<file path="src/rtl/piso_shift_register.sv">
// rtl/piso_shift_register.sv - parallel-in serial-out shift register, MSB first, gapless reload
//
// Purpose: serializes a WIDTH-bit parallel word onto q, most significant bit
// first, one bit per clock. A new word may be accepted in the last bit cycle
// of the current word so that back-to-back words stream with no idle gap.
//
// Ports:
//   clk        - single clock, all state updates on its rising edge
//   rst_n      - asynchronous active-low reset
//   din        - parallel word to serialize (WIDTH bits)
//   load_valid - din is valid and requests loading
//   load_ready - block accepts a word this cycle (idle, or last bit cycle)
//   q          - serial data, MSB first
//   q_valid    - q carries a valid bit this cycle
//   last       - q carries bit 0 of the current word
module piso_shift_register #(
   parameter int WIDTH = 10
) (
   input  logic             clk,
   input  logic             rst_n,
   input  logic [WIDTH-1:0] din,
   input  logic             load_valid,
   output logic             load_ready,
   output logic             q,
   output logic             q_valid,
   output logic             last
);

   localparam int CW = (WIDTH > 1) ? $clog2(WIDTH) : 1;
   localparam logic [CW-1:0] LAST_CNT = CW'(WIDTH - 1);

   localparam logic [0:0] IDLE  = 1'b0;
   localparam logic [0:0] SHIFT = 1'b1;

   logic [0:0]       state;
   logic [WIDTH-1:0] shreg;
   logic [CW-1:0]    cnt;
   logic             in_shift;
   logic             load;

   // Outputs decode registered state only, so they follow reset immediately.
   assign in_shift   = (state == SHIFT);
   assign q          = in_shift ? shreg[WIDTH-1] : 1'b0;
   assign q_valid    = in_shift;
   assign last       = in_shift && (cnt == LAST_CNT);
   assign load_ready = !in_shift || last;
   assign load       = load_valid && load_ready;

   always_ff @(posedge clk or negedge rst_n) begin
      if (!rst_n) begin
         state <= IDLE;
         shreg <= '0;
         cnt   <= '0;
      end else if (load) begin
         state <= SHIFT;
         shreg <= din;
         cnt   <= '0;
      end else if (in_shift) begin
         if (last) begin
            // Word finished with nothing to follow: park with a cleared
            // counter so cnt never leaves 0..WIDTH-1.
            state <= IDLE;
            shreg <= '0;
            cnt   <= '0;
         end else begin
            shreg <= {shreg[WIDTH-2:0], 1'b0};
            cnt   <= cnt + 1'b1;
         end
      end
   end

endmodule
</file>
<file path="config.mk">
export PLATFORM = sky130hd
export DESIGN_NAME = piso_shift_register
export DESIGN_NICKNAME = d
export VERILOG_FILES = /design/src/rtl/piso_shift_register.sv
export SDC_FILE = /design/constraint.sdc
export NUM_CORES = 1
export LEC_CHECK = 0
export CORE_UTILIZATION = 44
export DETAILED_ROUTE_END_ITERATION = 10
export GPL_ROUTABILITY_DRIVEN = 0
export PLACE_DENSITY = 0.73
export SLEW_MARGIN = 40
export SYNTH_ARGS = -nofsm -noshare
export SYNTH_HDL_FRONTEND = slang
export SYNTH_SLANG_ARGS = --single-unit
</file>
<file path="constraint.sdc">
create_clock -name clk -period 1.4 [get_ports clk]
set_input_delay 0.14 -clock clk [delete_from_list [all_inputs] [get_ports clk]]
set_output_delay 0.14 -clock clk [all_outputs]
set_load 0.005 [all_outputs]
</file>
run_1/layer_met1.png
Cells faint in the background.
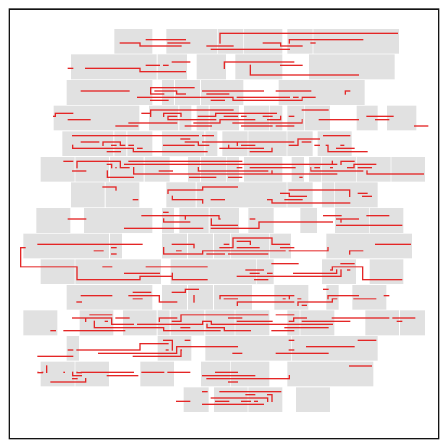
- main direction: horizontal
- wire length on this layer: 908 um
- nets with wire on the layer: 110
met1 Usage GRT: 0.276
final WL: 2150 um
vias: 721

run_1/layer_met2.png
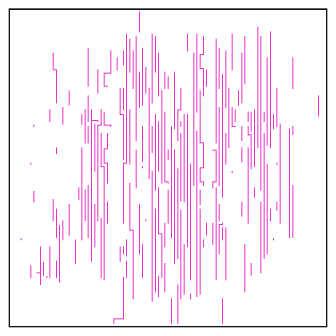
- share of all routed wire: 52%
- main direction: vertical
met2 Use GR: 0.363

run_1/layer_met3.png
Cells faint in the background.
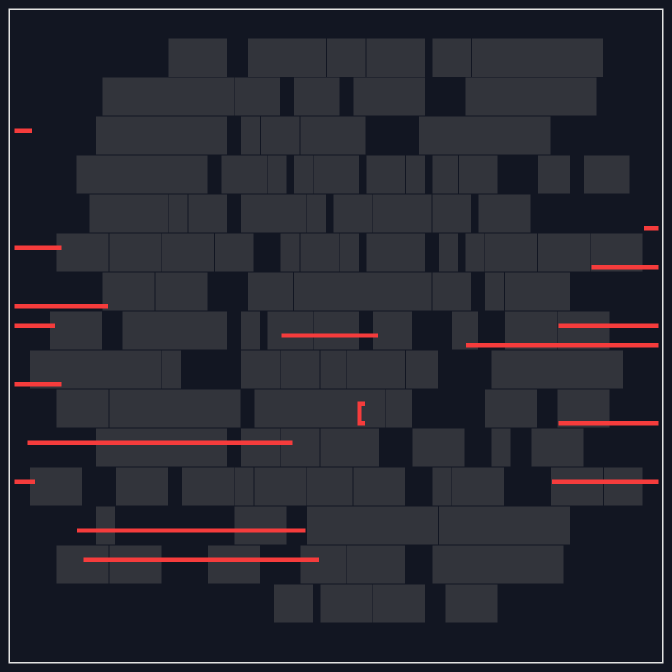
- wire length on this layer: 114 um
- main direction: horizontal
- share of all routed wire: 5.3%
- longest straight run: 18.2 um

run_1/congestion.png
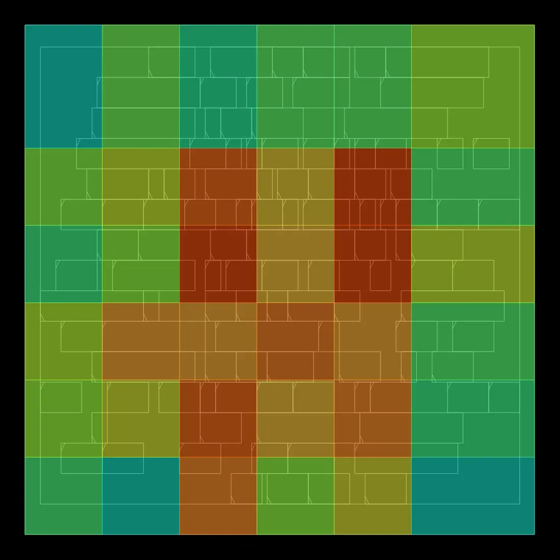
GRT Util Overall: 0.216
Most Crowded Layer GR: met2

==> qor.csv, run 1 <==
stage,metric,value,unit
run_status,status,"complete, but fails checks",
worst_setup_path,worstSetupPathType,reg2reg,
cells_and_area,diodes,0,
floorplanning,die_area,0.00207,mm2
worst_setup_path,path_depth,6,
placement,dp_hpwl,1260,um
sta,fin_crit,1.63,ns
worst_setup_path,crit_path_end,shreg[8]$_DFFE_PN0P_,
worst_setup_path,worstSetupStartpoint,cnt[0]$_DFFE_PN0P_,
clock_tree,cts.clk_slew.worst_paths,0.09,ns
worst_setup_path,cpLargestDelayFamily,flip-flops,
pwr,cellInternalPower,1.23,mW
worst_setup_path,startpoint_type,register,
synthesis,yosysWarningCount,0,
sta,rsz0062_at_grt,true,
placement,port_buffers,16,
grt,met3_usage,0.0278,
placement,placed_cell_area,0.00106,mm2
grt,grt_overflow,0,
worst_setup_path,r2r_start,cnt[0]$_DFFE_PN0P_,
run_status,violations,negative setup slack,
job,drv_cap,0,
sta,fmax,614,MHz
route,top_layer,met4,
sta,setup_slack,-0.230,ns
synthesis,topCellsByArea,"dfrtp_1, mux2i_1, a221o_1",
cells_and_area,final_cell_mix,"dfrtp_1, buf_4, nor2_1, clkdlybuf4s50_1, mux2i_1",
sta,tightestPinTransition,0.312,ns
worst_setup_path,path_buffers,2,
sta,setup_violations,14,
cells_and_area,area_growth,46.3,%
sta,finalCritPeriodShare,1.16,
floorplanning,coreArea,0.00175,mm2
clock_tree,clkLatencyLatePin,0.28,ns
sta,relSlewSlack,0.791,
clock_tree,cts_resized,20,
clock_tree,post_cts_buffers,9,
synthesis,top_cell_area_share,0.451,
worst_setup_path,crit_required,1.56,ns
synthesis,syn_area,832,um2
route,postRouteAntennaNets,0,
clock_tree,postCtsHoldBufs,0,
pwr,finalPower,1.83,mW
cells_and_area,fillCellCount,138,
worst_setup_path,cpMostUsedCell,buf_6,
floorplanning,die_h,45.5,um
==> run 1: cells in the mapped netlist <==
cell / count
mux2i_1: 10
dfrtp_1: 15
buf_6: 4
inv_1: 2
and3b_4: 1
and4bb_2: 1
nor2b_2: 1
nand2_1: 2
o2bb2ai_1: 1
xor2_1: 1
nor2b_1: 1
or2_2: 1
and2_1: 1
ha_1: 2
a21oi_1: 1
and2_2: 1
and2_4: 1
buf_2: 1
a221o_1: 9
o21ai_0: 3
nand3b_1: 1
nor2_1: 12
a22o_1: 2
==> run 1: area by class of cell <==
cell class,instances,area (um2),area share
Inverter,2,7.51,0.00617
Sequential cell,15,377,0.309
Multi-Input combinational cell,53,429,0.353
Tap cell,25,31.3,0.0257
Clock buffer,4,26.3,0.0216
Timing Repair Buffer,37,347,0.285
==> run 1: power groups by stage <==
stage               clock (mW)  combinational, mW  sequential, mW
floorplan                    0              0.453           0.668
global placement             0              0.711           0.663
detailed placement           0              0.744           0.672
CTS                      0.247              0.830           0.660
global route             0.274               1.00           0.680
finish                   0.243              0.920           0.671
==> run 1: cells by family after synthesis <==
family	synth area share
AND/OR/NAND/NOR	0.155
buffers and inverters	0.0692
XOR/XNOR	0.0105
adder cells (fa/ha/maj)	0.0301
multiplexers	0.120
flip-flops	0.451
AND-OR/OR-AND	0.164
==> run 1: stage by stage <==
step	instances	hold WS [ns]	setup WS, ns
5_1_grt	136	0.181	-0.294
2_1_floorplan	74	-0.156	-0.0343
3_5_place_dp	119	0.471	-0.223
6_report	136	0.166	-0.230
4_1_cts	133	0.167	-0.176
3_3_place_gp	119	0.473	-0.186
==> run 1: sequential cells by signal, summed over array words and instances, names as in the netlist <==
name	flops
cnt	4
q_valid	1
shreg	10
==> inputs of run 2 (changes only) <==
--- a/config.mk
+++ b/config.mk
@@ -8,6 +8,7 @@
 export CORE_UTILIZATION = 44
 export DETAILED_ROUTE_END_ITERATION = 10
 export GPL_ROUTABILITY_DRIVEN = 0
+export HOLD_SLACK_MARGIN = 0.15
 export PLACE_DENSITY = 0.73
 export SLEW_MARGIN = 40
 export SYNTH_ARGS = -nofsm -noshare
run_2/layer_met2.png
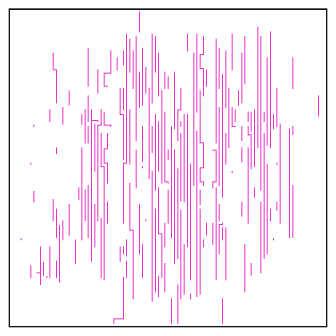
- nets with wire on the layer: 113
- wire length on this layer: 1110 um
- longest straight run: 23.8 um

==> qor.csv, run 2 <==
stage,metric,value,unit
floorplanning,die_area,0.00207,mm2
placement,placed_cell_area,0.00106,mm2
route,wl_met3,113,um
sta,setup_slack,-0.230,ns
worst_setup_path,crit_path_end,shreg[8]$_DFFE_PN0P_,
placement,port_buffers,16,
synthesis,top_cell_area_share,0.451,
worst_setup_path,crit_required,1.56,ns
sta,whs,0.166,ns
cells_and_area,final_cell_mix,"dfrtp_1, buf_4, nor2_1, clkdlybuf4s50_1, mux2i_1",
cells_and_area,max_flop_register,shreg,
route,drt_wl_total,2150,um
floorplanning,die_h,45.5,um
worst_setup_path,worstSetupStartpoint,cnt[0]$_DFFE_PN0P_,
clock_tree,cts.clk_slew.worst_paths,0.09,ns
synthesis,edf_count,0,
run_status,status,"complete, but fails checks",
synthesis,top_cells_by_count,"dfrtp_1, nor2_1, mux2i_1",
worst_setup_path,startpoint_type,register,
grt,grtUsageTotal,0.216,
cells_and_area,largest_reg_flops,10,
grt,use_met1,0.276,
floorplanning,coreArea,0.00175,mm2
clock_tree,cts_resized,20,
cells_and_area,diodes,0,
sta,fmax,614,MHz
synthesis,syn_area,832,um2
clock_tree,post_cts_buffers,9,
worst_setup_path,cpMostUsedCell,buf_6,
sta,tightestPinTransition,0.312,ns
grt,met3_usage,0.0278,
synthesis,synth_top_flop_cell,dfrtp_1,
route,vias,721,
route,top_layer,met4,
clock_tree,clkLatencyLatePin,0.28,ns
sta,fin_crit,1.63,ns
job,drv_cap,0,
run_status,violations,negative setup slack,
cells_and_area,area_growth,46.3,%
sta,setup_violations,14,
grt,top_usage_layer,met2,
cells_and_area,fillCellCount,138,
sta,finalCritPeriodShare,1.16,
worst_setup_path,worstSetupPathType,reg2reg,
clock_tree,postCtsHoldBufs,0,
run_2/layer_met1.png
Cells faint in the background.
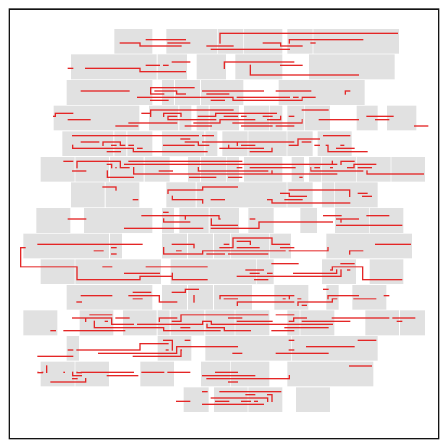

==> run 2: critical path, delay by kind of cell, from the launching register on <==
kind | cells | cell delay, ns
compound gates | 1 | 0.31
fa+ha+maj | 1 | 0.20
buf+inv | 2 | 0.23
flops | 1 | 0.41
simple gates | 2 | 0.37
==> run 2: area by class of cell <==
class | instances | area (um2) | share of cell area
sequential | 15 | 377 | 0.309
clock buffer | 4 | 26.3 | 0.0216
timing repair buffer | 37 | 347 | 0.285
inverter | 2 | 7.51 | 0.00617
tap | 25 | 31.3 | 0.0257
multi-input combinational | 53 | 429 | 0.353
==> run 2: kinds of logic (layout without fill, tap and decap cells) <==
kind of cell | Yosys count | after routing | share of synthesized area
xor gates and xnor gates | 1 | 1 | 0.0105
adders and majority gates | 2 | 2 | 0.0301
AOI/OAI and AO/OA | 16 | 16 | 0.164
muxes | 10 | 10 | 0.120
and+or+nand+nor | 23 | 24 | 0.155
buffers and inverters | 7 | 43 | 0.0692
DFF | 15 | 15 | 0.451
==> run 2: where the power goes <==
| group | switching (mW) | leakage, nW | internal [mW] |
|---|---|---|---|
| registers | 0.0913 | 0.194 | 0.579 |
| clock network | 0.133 | 0.0150 | 0.110 |
| logic | 0.379 | 0.383 | 0.541 |
==> run 2: metrics by stage <==
step / total power [mW] / worst slack (ns) / instances / setup TNS (ns) / util
6_report: 1.83 / -0.230 / 136 / -2.44 / 0.697
5_1_grt: 1.95 / -0.294 / 136 / -3.36 / 0.697
4_1_cts: 1.74 / -0.176 / 133 / -1.76 / 0.679
3_5_place_dp: 1.42 / -0.223 / 119 / -1.29 / 0.608
3_3_place_gp: 1.37 / -0.186 / 119 / -0.923 / 0.608
2_1_floorplan: 1.12 / -0.0343 / 74 / -0.309 / -
Power figures rest on the tool's default switching activity, not on a simulated workload.
